==> config.mk <==
export PLATFORM = sky130hd
export DESIGN_NAME = vga_timing_gen
export DESIGN_NICKNAME = d
export VERILOG_FILES = /design/src/rtl/vga_timing_gen.sv
export SDC_FILE = /design/constraint.sdc
export NUM_CORES = 1
export LEC_CHECK = 0
export CORE_MARGIN = 2
export CORE_UTILIZATION = 35
export CTS_BUF_LIST = sky130_fd_sc_hd__clkbuf_2
export CTS_CLUSTER_DIAMETER = 30
export DETAILED_ROUTE_END_ITERATION = 10
export PLACE_DENSITY_LB_ADDON = 0.15
export SETUP_SLACK_MARGIN = 0.2
export SLEW_MARGIN = 20
export SYNTH_ARGS = -nofsm -noshare
export SYNTH_HDL_FRONTEND = slang
export SYNTH_SLANG_ARGS = --single-unit
==> constraint.sdc <==
create_clock -name i_clk -period 3.1 [get_ports i_clk]
set_input_delay 0.465 -clock i_clk [delete_from_list [all_inputs] [get_ports i_clk]]
set_output_delay 0.465 -clock i_clk [all_outputs]
set_load 0.01 [all_outputs]
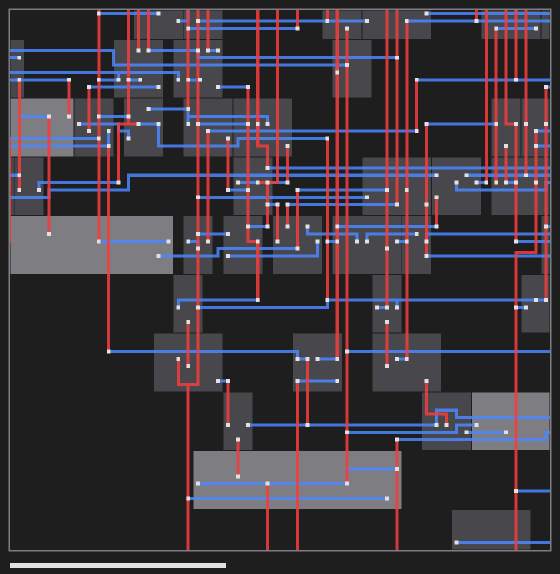
Run 1: close-up of the layout
Bar = 10 um. Window x 9 to 34, y 9 to 34 um. Cells in gray, sequential cells in the stronger gray; small squares are vias.
Blue stands for metal 1. Red stands for metal 2.
30 logic cells have their middle in the window. Most frequent: nand2_1 (7), o21ai_0 (3). Sequential cells in the window: 2.

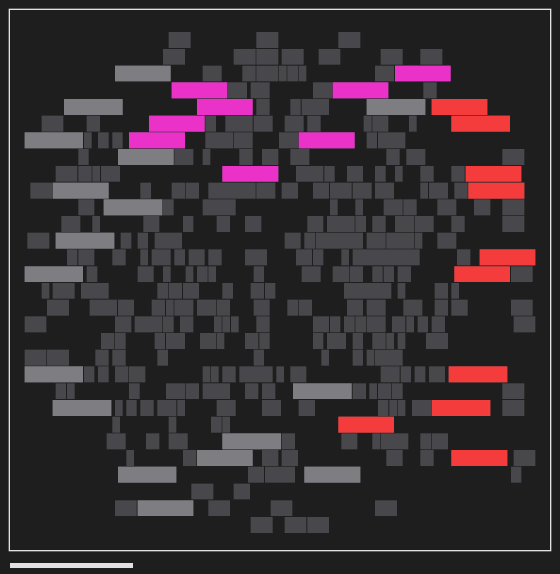
Run 1: sequential cells grouped by signal name
Bar = 20 um.
Red stands for `o_y_counter`, sequential cells 10. Magenta stands for `o_frame_cnt`, sequential cells 8.
register area: 893 um2
Layout Utilization: 45.6%
Flop+latch power: 560 uW
flop share of the area: 28.9%

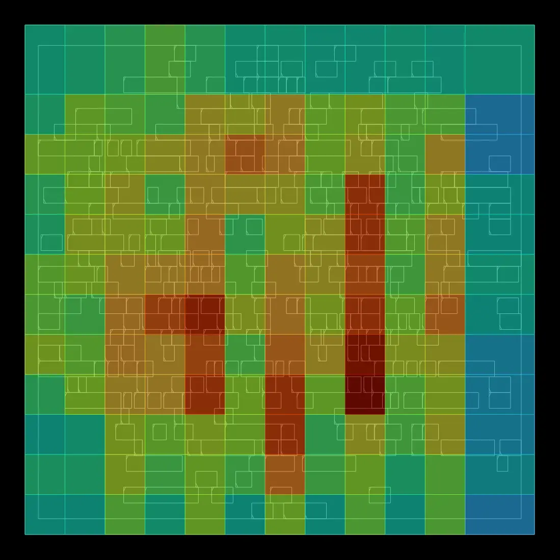
Run 1: track usage over the die
wire length per cell: 15.8 um
GR Util met3: 3.30%

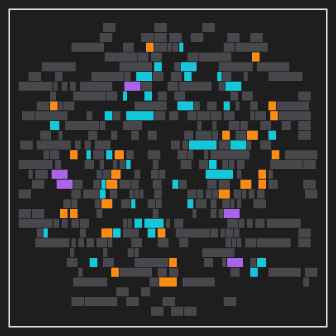
Run 1: logic cells by family
Orange stands for AND and OR gates, cells 24. Purple stands for adder and majority cells, cells 5. Cyan stands for NOR gates, cells 35.
Commonest Layout Cell: clkdlybuf4s50_1
non-filler instance count after layout: 416

==> Slide: Implementation Results, run 1 <==
Key Metrics from the Run

STA
  – Fin crit share: 90.0%
  – Slew of the pin with the lowest slew margin: 773 ps
  – Clk_skew: 11.8 ps
  – Final min period: 2790 ps
  – # setup viols final: 0

Clock tree
  – Worst skew pair latency: 400 ps
  – CTS tree: yes
  – Hold_buf cts: 0
  – CTS clk-pin slew, worst paths: 210 ps

Run
  – Max cap viols: 0

Worst setup path
  – Register-to-register setup slack: 310 ps
  – CP most frequent cell: nor4_4
  – Endpoint required time on the critical path: 3410 ps
  – R2R cell count: 7

Logic synthesis
  – Async S/R FF share, synth: 100%
  – Yosys cell types: 52
  – Cells in synth_stat.txt: 280

Global route
  – Global-route wire length before repair: 11,000 um
  – M2 GR Usage: 28.9%
  – Largest net degree at the start of global routing: 37

Die
  – Std-Cell Rows: 30
  – Die y size: 87.9 um
  – Tap Cells: 96
  – Die width: 87.9 um

Power
  – Clock-net power: 307 uW
  – Clock Power Share: 22.5%
  – P_int: 842 uW
  – Net Sw Frac: 38.2%
  – P per Cell Area: 440 mW/mm2
  – Sequential share of power: 41.1%

Cells and area
  – Non-clock buffers: 56
  – Fin nets: 328
  – Combinational Area: 0.00149 mm2
  – Clk tree area frac: 2.06%

Detailed routing
  – Met1 wire length: 3160 um
  – WL met3: 190 um
  – Pre-antenna DRT Iters: 4
  – Drt total wl: 6570 um

Placement
  – Final HPWL DP: 4500 um

Outcome
  – Run status: completed
[run 1: critical path: cells and delay by family (launching register included)]
family                 cells  cell delay, ps
AND/OR/NAND/NOR            3            1250
flip-flops                 1             630
multiplexers               2             550
buffers and inverters      1             190
AND-OR/OR-AND              1              90
[run 1: cell usage after synthesis (6+ instances only)]
cell type,instances,share of area (%)
nand2_1,30,4.6
dfrtp_1,21,21
clkbuf_1,18,2.7
dfstp_2,14,15
nand3_1,13,2.6
o21ai_0,13,2.6
a21oi_1,11,2.2
nand4_1,11,2.8
a31oi_1,10,2.5
xnor2_1,10,3.6
nor4_1,9,2.3
xor2_1,9,3.2
and2_1,8,2.0
nor2_1,8,1.2
and3_1,6,1.5
inv_1,6,0.92
Run 1, I/O nets highlighted:
Bar = 20 um.
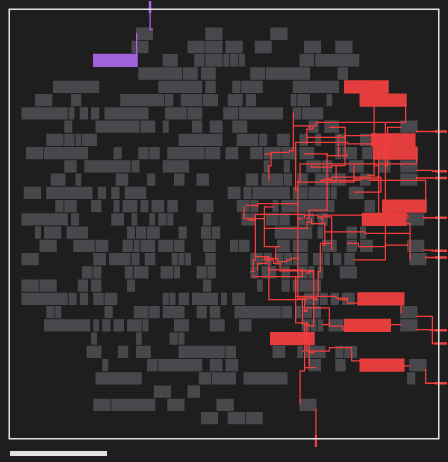

## Run 2: what changed since run 1
--- a/config.mk
+++ b/config.mk
@@ -11,7 +11,7 @@
 export CTS_CLUSTER_DIAMETER = 30
 export DETAILED_ROUTE_END_ITERATION = 10
 export PLACE_DENSITY_LB_ADDON = 0.15
-export SETUP_SLACK_MARGIN = 0.2
+export SETUP_SLACK_MARGIN = 0.05
 export SLEW_MARGIN = 20
 export SYNTH_ARGS = -nofsm -noshare
 export SYNTH_HDL_FRONTEND = slang
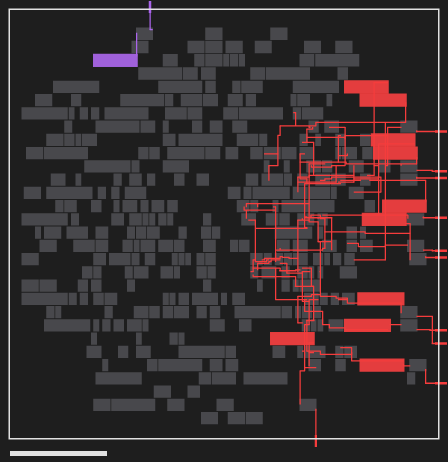
Run 2: I/O nets highlighted
Bar = 20 um.
Red stands for `o_y_counter`, direction output, edge 9 east, 1 south, end cells 10, wire 787 um. Purple stands for `o_sol`, direction output, edge north, end cells 1, wire 8.80 um.
Port Buffer Count: 38
IO Count: 39

==> run 2 against run 1 <==
  * Wire length is 0.46% lower
  * Critical path depth is 2 higher
  * Cell count is 0.24% higher
  * Largest power group unchanged
  * Maximum frequency is 4.1% lower
  * Largest cell class unchanged
  * Critical endpoint unchanged
==> Slide: Implementation Results, run 2 <==
Key Metrics from the Run

Outcome
  – Run status: completed

Die
  – Die width: 87.9 um (unchanged)
  – Std-Cell Rows: 30 (unchanged)

Power
  – Net Sw Frac: 38.1% (-0.10 points)
  – Flop+latch power: 563 uW (about the same)
  – Sequential share of power: 41.4% (+0.3 points)
  – P per Cell Area: 439 mW/mm2 (-0.21%)
  – Clock Power Share: 22.6% (about the same)

STA
  – Final min period: 2910 ps (+119 ps)
  – Fin crit share: 93.8% (+3.8 points)
  – # setup viols final: 0 (unchanged)

Cells and area
  – Layout Utilization: 45.5% (-0.055 points)
  – Commonest Layout Cell: clkdlybuf4s50_1
  – Register area: 893 um2 (unchanged)

Placement
  – Final HPWL DP: 4500 um (unchanged)

Worst setup path
  – Endpoint required time on the critical path: 3410 ps (about the same)

Global route
  – Largest net degree at the start of global routing: 37 (unchanged)
  – M2 GR Usage: 28.1% (-0.83 points)

Logic synthesis
  – Synth cell count leaders: 30 x nand2_1, 21 x dfrtp_1, 18 x clkbuf_1
  – Area leader share: 21.4% (unchanged)
  – Cell with the most instances after synthesis: nand2_1
  – Cells in synth_stat.txt: 280 (unchanged)

Clock tree
  – Worst skew pair latency: 400 ps (about the same)
  – CTS clk-pin slew, worst paths: 210 ps (about the same)

Detailed routing
  – WL met3: 173 um (-8.9%)
  – Wire length per cell: 15.7 um (-0.70%)
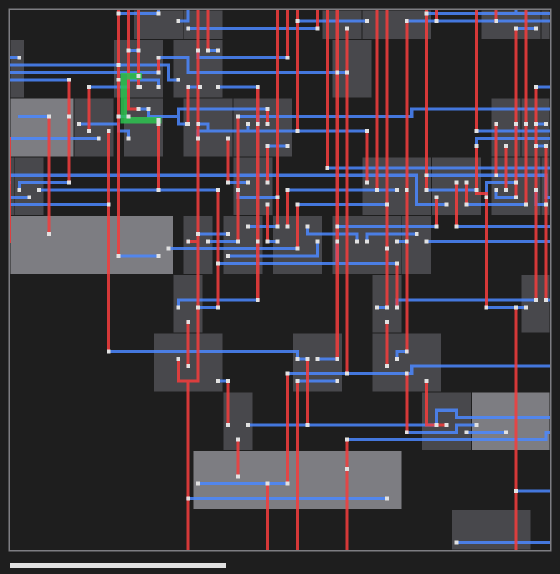
Run 2: close-up of the layout
Bar = 10 um. Window x 9 to 34, y 9 to 34 um. Cells in gray, sequential cells in the stronger gray; small squares are vias.
Red stands for metal 2. Green stands for metal 3. Blue stands for metal 1.
Sequential cells in the window: 2. Most frequent: nand2_1 (7), o21ai_0 (3). 30 logic cells have their middle in the window.

[run 2: critical path, cell delays in order (launching register included)]
cell and delay, ps:
dfstp_2 630, ha_1 190, nand4_2 230, buf_4 230
nor4_4 380, mux2i_1 230, buf_4 190, o21ai_2 90
nor4_4 320, mux2_4 320
[run 2: what timing repair did]
action                     4_1_cts  5_1_grt
setup endpoints to repair        3        7
resized                          1        4
buffers inserted                 0        5
pin swaps                        0        2
gates cloned                     0        0
[run 2: cells by family after synthesis]
family	count (synthesis)	synth area share (%)
AND/OR/NAND/NOR	121	30.2
adder cells (fa/ha/maj)	5	2.54
flip-flops	35	36.3
buffers and inverters	30	5.08
multiplexers	3	1.42
AND-OR/OR-AND	67	17.7
XOR/XNOR	19	6.76
No activity file was given, so power comes from the tool's default toggle rates.
